--- src/rtl/decode_queue.sv ---
// decode_queue: registered instruction-decode stage for the 9-bit RISC core.
// Raw instructions are decoded on FIFO write. The decoded bundles are held in
// a DEPTH-entry queue between fetch and register read/execute.
//
// Ports:
//   clk, reset              clock; synchronous active-high reset
//   in_valid/in_ready       fetch handshake (in_ready = !full)
//   in_instr[8:0]           raw instruction
//   flush                   discard queued and same-cycle incoming instructions
//   out_valid/out_ready     consumer handshake on the head bundle
//   out_ritype .. out_rt    decoded head fields, zero whenever out_valid=0
//   out_level               occupancy, 0..DEPTH
//
// Optional (define DECODE_QUEUE_STATS_EN):
//   stat_issued[15:0]       saturating count of pops
//   stat_flushed[15:0]      saturating count of entries discarded by flush
module decode_queue #(
    parameter int DATA_W = 8,
    parameter int MEM_AW = 8,
    parameter int PC_W   = 5,
    parameter int DEPTH  = 2
) (
    input  logic                     clk,
    input  logic                     reset,
    input  logic                     in_valid,
    output logic                     in_ready,
    input  logic [8:0]               in_instr,
    input  logic                     flush,
    output logic                     out_valid,
    input  logic                     out_ready,
    output logic                     out_ritype,
    output logic [2:0]               out_rop,
    output logic [1:0]               out_iop,
    output logic [DATA_W-1:0]        out_imm,
    output logic [2:0]               out_immb,
    output logic [PC_W-1:0]          out_jaddr,
    output logic [MEM_AW-1:0]        out_memadd,
    output logic [DATA_W-1:0]        out_shamt,
    output logic                     out_shdir,
    output logic [2:0]               out_rs,
    output logic [2:0]               out_rt,
    output logic [$clog2(DEPTH):0]   out_level
`ifdef DECODE_QUEUE_STATS_EN
    ,
    output logic [15:0]              stat_issued,
    output logic [15:0]              stat_flushed
`endif
);

    localparam int AW = $clog2(DEPTH);
    localparam int LW = AW + 1;

    typedef struct packed {
        logic              ritype;
        logic [2:0]        rop;
        logic [1:0]        iop;
        logic [DATA_W-1:0] imm;
        logic [2:0]        immb;
        logic [PC_W-1:0]   jaddr;
        logic [MEM_AW-1:0] memadd;
        logic [DATA_W-1:0] shamt;
        logic              shdir;
        logic [2:0]        rs;
        logic [2:0]        rt;
    } bundle_t;

    bundle_t        mem [DEPTH];
    bundle_t        dec;
    bundle_t        head;
    logic [AW-1:0]  wptr, rptr;
    logic [LW-1:0]  level;
    logic           full, push, pop;

    // Decode: any field not used by the opcode stays zero.
    always_comb begin
        dec        = '0;
        dec.ritype = in_instr[8];
        if (!in_instr[8]) begin
            dec.rop = in_instr[7:5];
            case (in_instr[7:5])
                3'b100: begin  // MOV
                    dec.rs = {1'b0, in_instr[4:3]};
                    dec.rt = in_instr[2:0];
                end
                3'b101: begin  // shift
                    dec.rs    = in_instr[4:2];
                    dec.shamt = DATA_W'(in_instr[0]);
                    dec.shdir = in_instr[1];
                end
                3'b111: dec.jaddr = PC_W'(in_instr[4:0]);  // JMP
                default: begin
                    dec.rs = in_instr[4:2];
                    dec.rt = {1'b0, in_instr[1:0]};
                end
            endcase
        end else begin
            dec.iop = in_instr[7:6];
            case (in_instr[7:6])
                2'b00: begin  // BEQZ
                    dec.rs   = in_instr[5:3];
                    dec.immb = in_instr[2:0];
                end
                2'b01: begin  // LI
                    dec.rs  = in_instr[5:3];
                    dec.imm = DATA_W'(in_instr[2:0]);
                end
                default: begin  // LD / STR
                    dec.rs     = {2'b00, in_instr[5]};
                    dec.memadd = MEM_AW'(in_instr[4:0]);
                end
            endcase
        end
    end

    assign full      = (level == LW'(DEPTH));
    assign in_ready  = !full;
    assign out_valid = (level != '0);
    // in_ready depends only on occupancy, so a pop never frees a slot
    // for a push in the same cycle; flush cancels both.
    assign push      = in_valid && in_ready && !flush;
    assign pop       = out_valid && out_ready && !flush;

    // Storage is not reset; reads are masked by out_valid instead.
    always_ff @(posedge clk) begin
        if (push) mem[wptr] <= dec;
    end

    always_ff @(posedge clk) begin
        if (reset || flush) begin
            wptr  <= '0;
            rptr  <= '0;
            level <= '0;
        end else begin
            if (push) wptr <= wptr + 1'b1;  // power-of-2 depth wraps naturally
            if (pop)  rptr <= rptr + 1'b1;
            case ({push, pop})
                2'b10:   level <= level + 1'b1;
                2'b01:   level <= level - 1'b1;
                default: level <= level;
            endcase
        end
    end

    assign head       = out_valid ? mem[rptr] : '0;
    assign out_ritype = head.ritype;
    assign out_rop    = head.rop;
    assign out_iop    = head.iop;
    assign out_imm    = head.imm;
    assign out_immb   = head.immb;
    assign out_jaddr  = head.jaddr;
    assign out_memadd = head.memadd;
    assign out_shamt  = head.shamt;
    assign out_shdir  = head.shdir;
    assign out_rs     = head.rs;
    assign out_rt     = head.rt;
    assign out_level  = level;

`ifdef DECODE_QUEUE_STATS_EN
    logic [16:0] fsum;
    assign fsum = {1'b0, stat_flushed} + 17'(level);

    always_ff @(posedge clk) begin
        if (reset) begin
            stat_issued  <= '0;
            stat_flushed <= '0;
        end else if (flush) begin
            stat_flushed <= fsum[16] ? 16'hFFFF : fsum[15:0];
        end else if (pop && stat_issued != 16'hFFFF) begin
            stat_issued <= stat_issued + 16'd1;
        end
    end
`endif

endmodule
--- config.mk ---
export PLATFORM = sky130hd
export DESIGN_NAME = decode_queue
export DESIGN_NICKNAME = d
export VERILOG_FILES = /design/src/rtl/decode_queue.sv
export SDC_FILE = /design/constraint.sdc
export NUM_CORES = 1
export LEC_CHECK = 0
export CAP_MARGIN = 30
export CELL_PAD_IN_SITES_DETAIL_PLACEMENT = 1
export CELL_PAD_IN_SITES_GLOBAL_PLACEMENT = 1
export CORE_UTILIZATION = 40
export CTS_BUF_LIST = sky130_fd_sc_hd__clkbuf_16
export CTS_CLUSTER_DIAMETER = 200
export CTS_CLUSTER_SIZE = 25
export DETAILED_ROUTE_END_ITERATION = 6
export GPL_TIMING_DRIVEN = 0
export PLACE_DENSITY_LB_ADDON = 0.3
export SYNTH_ARGS = -nofsm -noshare
export SYNTH_HDL_FRONTEND = slang
export SYNTH_SLANG_ARGS = --single-unit
--- constraint.sdc ---
create_clock -name clk -period 3 [get_ports clk]
set_clock_uncertainty 0.05 [all_clocks]
set_input_delay 0.6 -clock clk [delete_from_list [all_inputs] [get_ports clk]]
set_output_delay 0.6 -clock clk [all_outputs]
set_load 0.01 [all_outputs]
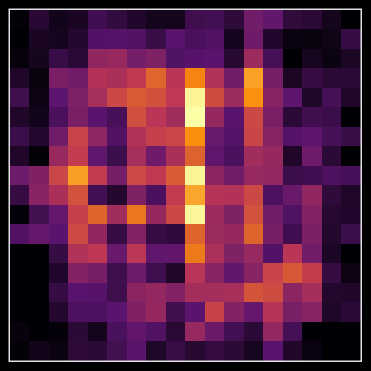
(images/route_heat.png)
(4 px per µm) The die is cut into 18 by 18 equal tiles; black is low, pale yellow is high, scaled to the fullest tile. Values are wire area over tile area, all layers added.
15% of the tiles are over half the peak. The emptiest ninth of the die: south-west. 8.0% of the tiles are nearly empty. The fullest tile reaches 0.48. The mean over all tiles is 0.13.

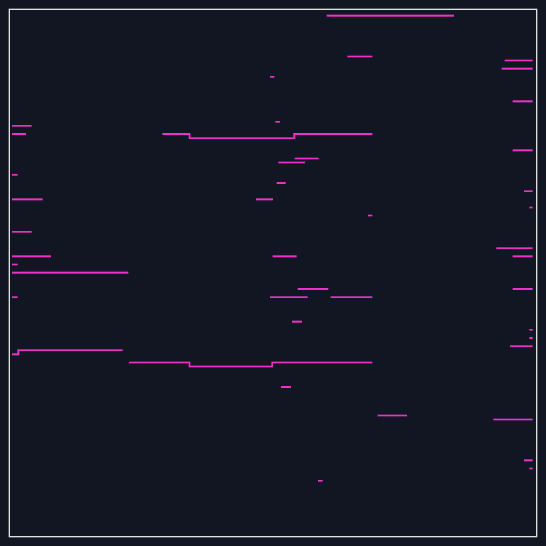
(images/m3.png)
(6 px per µm)
The layer carries 242 µm of wire. The wires run mostly horizontal. 35 nets have wire on it. The layer holds 3.7% of the routed length.

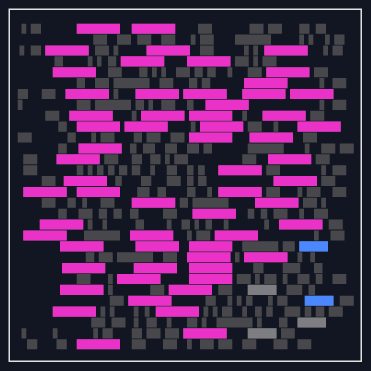
(images/ff_map.png)
(4 px per µm) Other sequential cells in the stronger grey, the rest of the logic in the fainter grey.
Key: blue = out_level [sequential cells 2]; magenta = mem [sequential cells 60]
end-of-flow core utilization: 55.2%
Seq group: 0.00102 W
Seq/total area: 49.6%

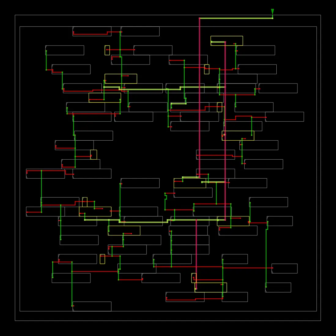
(images/clock_nets.png)
later-pin clock latency in the skew report: 0.32 ns
clock group power: 0.000894 W
sequential cell count: 65
# clock sinks: 65
number of buffers created by CTS: 9

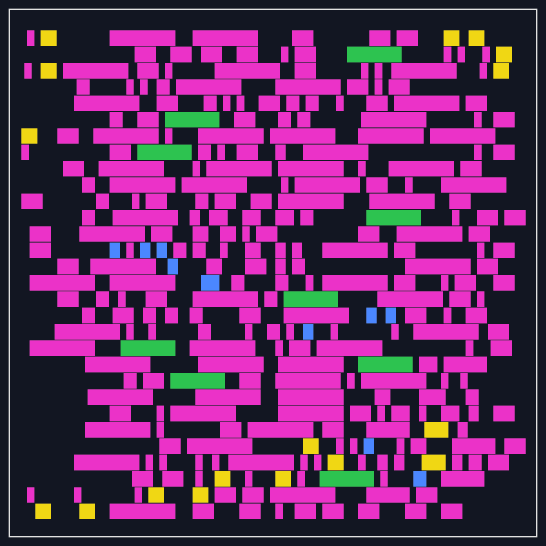
(images/sizing.png)
(6 px per µm)
Key: magenta = x1 and smaller [cells 266, most used edfxtp_1]; green = x6 and larger [cells 9, most used clkbuf_16]; yellow = x3 and x4 [cells 17, most used buf_4]; blue = x2 [cells 10, most used buf_2]
final design area excluding fillers: 3830 µm²
total of plain and repair buffers excluding clock buffers: 73
area added between synthesis and finish: 30.7%
worst setup margin: 0.304 ns

critical path: stages, from the launching register on:
cell and delay [ns]:
dfxtp_1 0.36, nor2_1 0.27, clkbuf_1 0.45, nor2_1 0.13, clkdlybuf4s50_1 0.50
per-layer routing:
layer / track usage (%) / share of wire [%] / up-vias
met2: 32.5 / 52 / 53
met1: 22.5 / 42 / 948
met4: 9.09 / 2.2 / 0
met3: 5.00 / 3.7 / 13
met5: 0 / 0 / -
li1: - / - / 912
registers in the layout, indices dropped and copies added, names as in the netlist, named ones only:
name       cells
wptr           1
rptr           1
out_level      2
mem           60
cells in the mapped netlist:
cell type,number,area (µm²)
a21o_1,1,7.51
a21oi_1,5,25.0
and2_1,12,75.1
and2b_1,1,7.51
and3_1,12,75.1
buf_2,7,35.0
buf_4,15,113
clkbuf_1,5,18.8
conb_1,1,3.75
dfxtp_1,5,100
edfxtp_1,60,1800
ha_1,1,12.5
inv_1,5,18.8
mux2i_1,32,320
nand2_1,2,7.51
nand2b_1,1,6.26
nand3_1,3,15.0
nand3b_1,2,15.0
nor2_1,38,143
nor2b_1,4,25.0
nor2b_2,1,8.76
nor4bb_1,1,10.0
o211ai_1,1,7.51
o21a_1,1,7.51
o21ai_0,2,10.0
o31a_1,1,8.76
o32ai_1,1,8.76
or2_2,1,6.26
or3_1,1,6.26
xnor2_1,2,17.5
xor2_1,2,17.5
power by group through the flow:
stage / sequential [W] / clock, W / combinational [W]
floorplan: 0.00103 / 0 / 0.0000969
global route: 0.00102 / 0.000938 / 0.000183
detailed placement: 0.00104 / 0 / 0.000165
finish: 0.00102 / 0.000894 / 0.000167
CTS: 0.00102 / 0.000904 / 0.000167
global placement: 0.00103 / 0 / 0.000158
==> ci_impl_report.md <==
## Synthesis and layout report

| Metric | Value |
|---|---|
| Outcome | `completed` |
| Warnings, synthesis | `0` |
| Worst setup slack for register-to-register paths | `0.89 ns` |
| Highest Clock Rate | `371 MHz` |
| Die Footprint | `7680 µm²` |
| Hold Slack | `0.464 ns` |
| Share of synthesized area occupied by flip-flops and latches | `64.8%` |
| Synth Area per Inst | `13.0 µm²` |
| Via density per instance | `4.84` |
| Share of cell area taken by multi-input logic gates | `23.8%` |
| Final number of max-transition violations | `0` |
| Post-placement cell count | `382` |
| Total vias in the final route | `1926` |
| Critical Path Start | `out_level[0]$_SDFFE_PP0P_` |
| CP Max Fanout | `10` |
| Int Pwr | `0.00162 W` |
| Number of antenna violations at the first check in global routing | `0` |
| Hold-fix buffers, CTS | `0` |
| Finished Layout Cells | `398` |
| Starting density of the core | `42.3%` |
| Synthesized-area fraction occupied by and/or/nand/nor cells | `13.6%` |
| Core area | `6940 µm²` |
Power figures rest on the tool's default switching activity, not on a simulated workload.
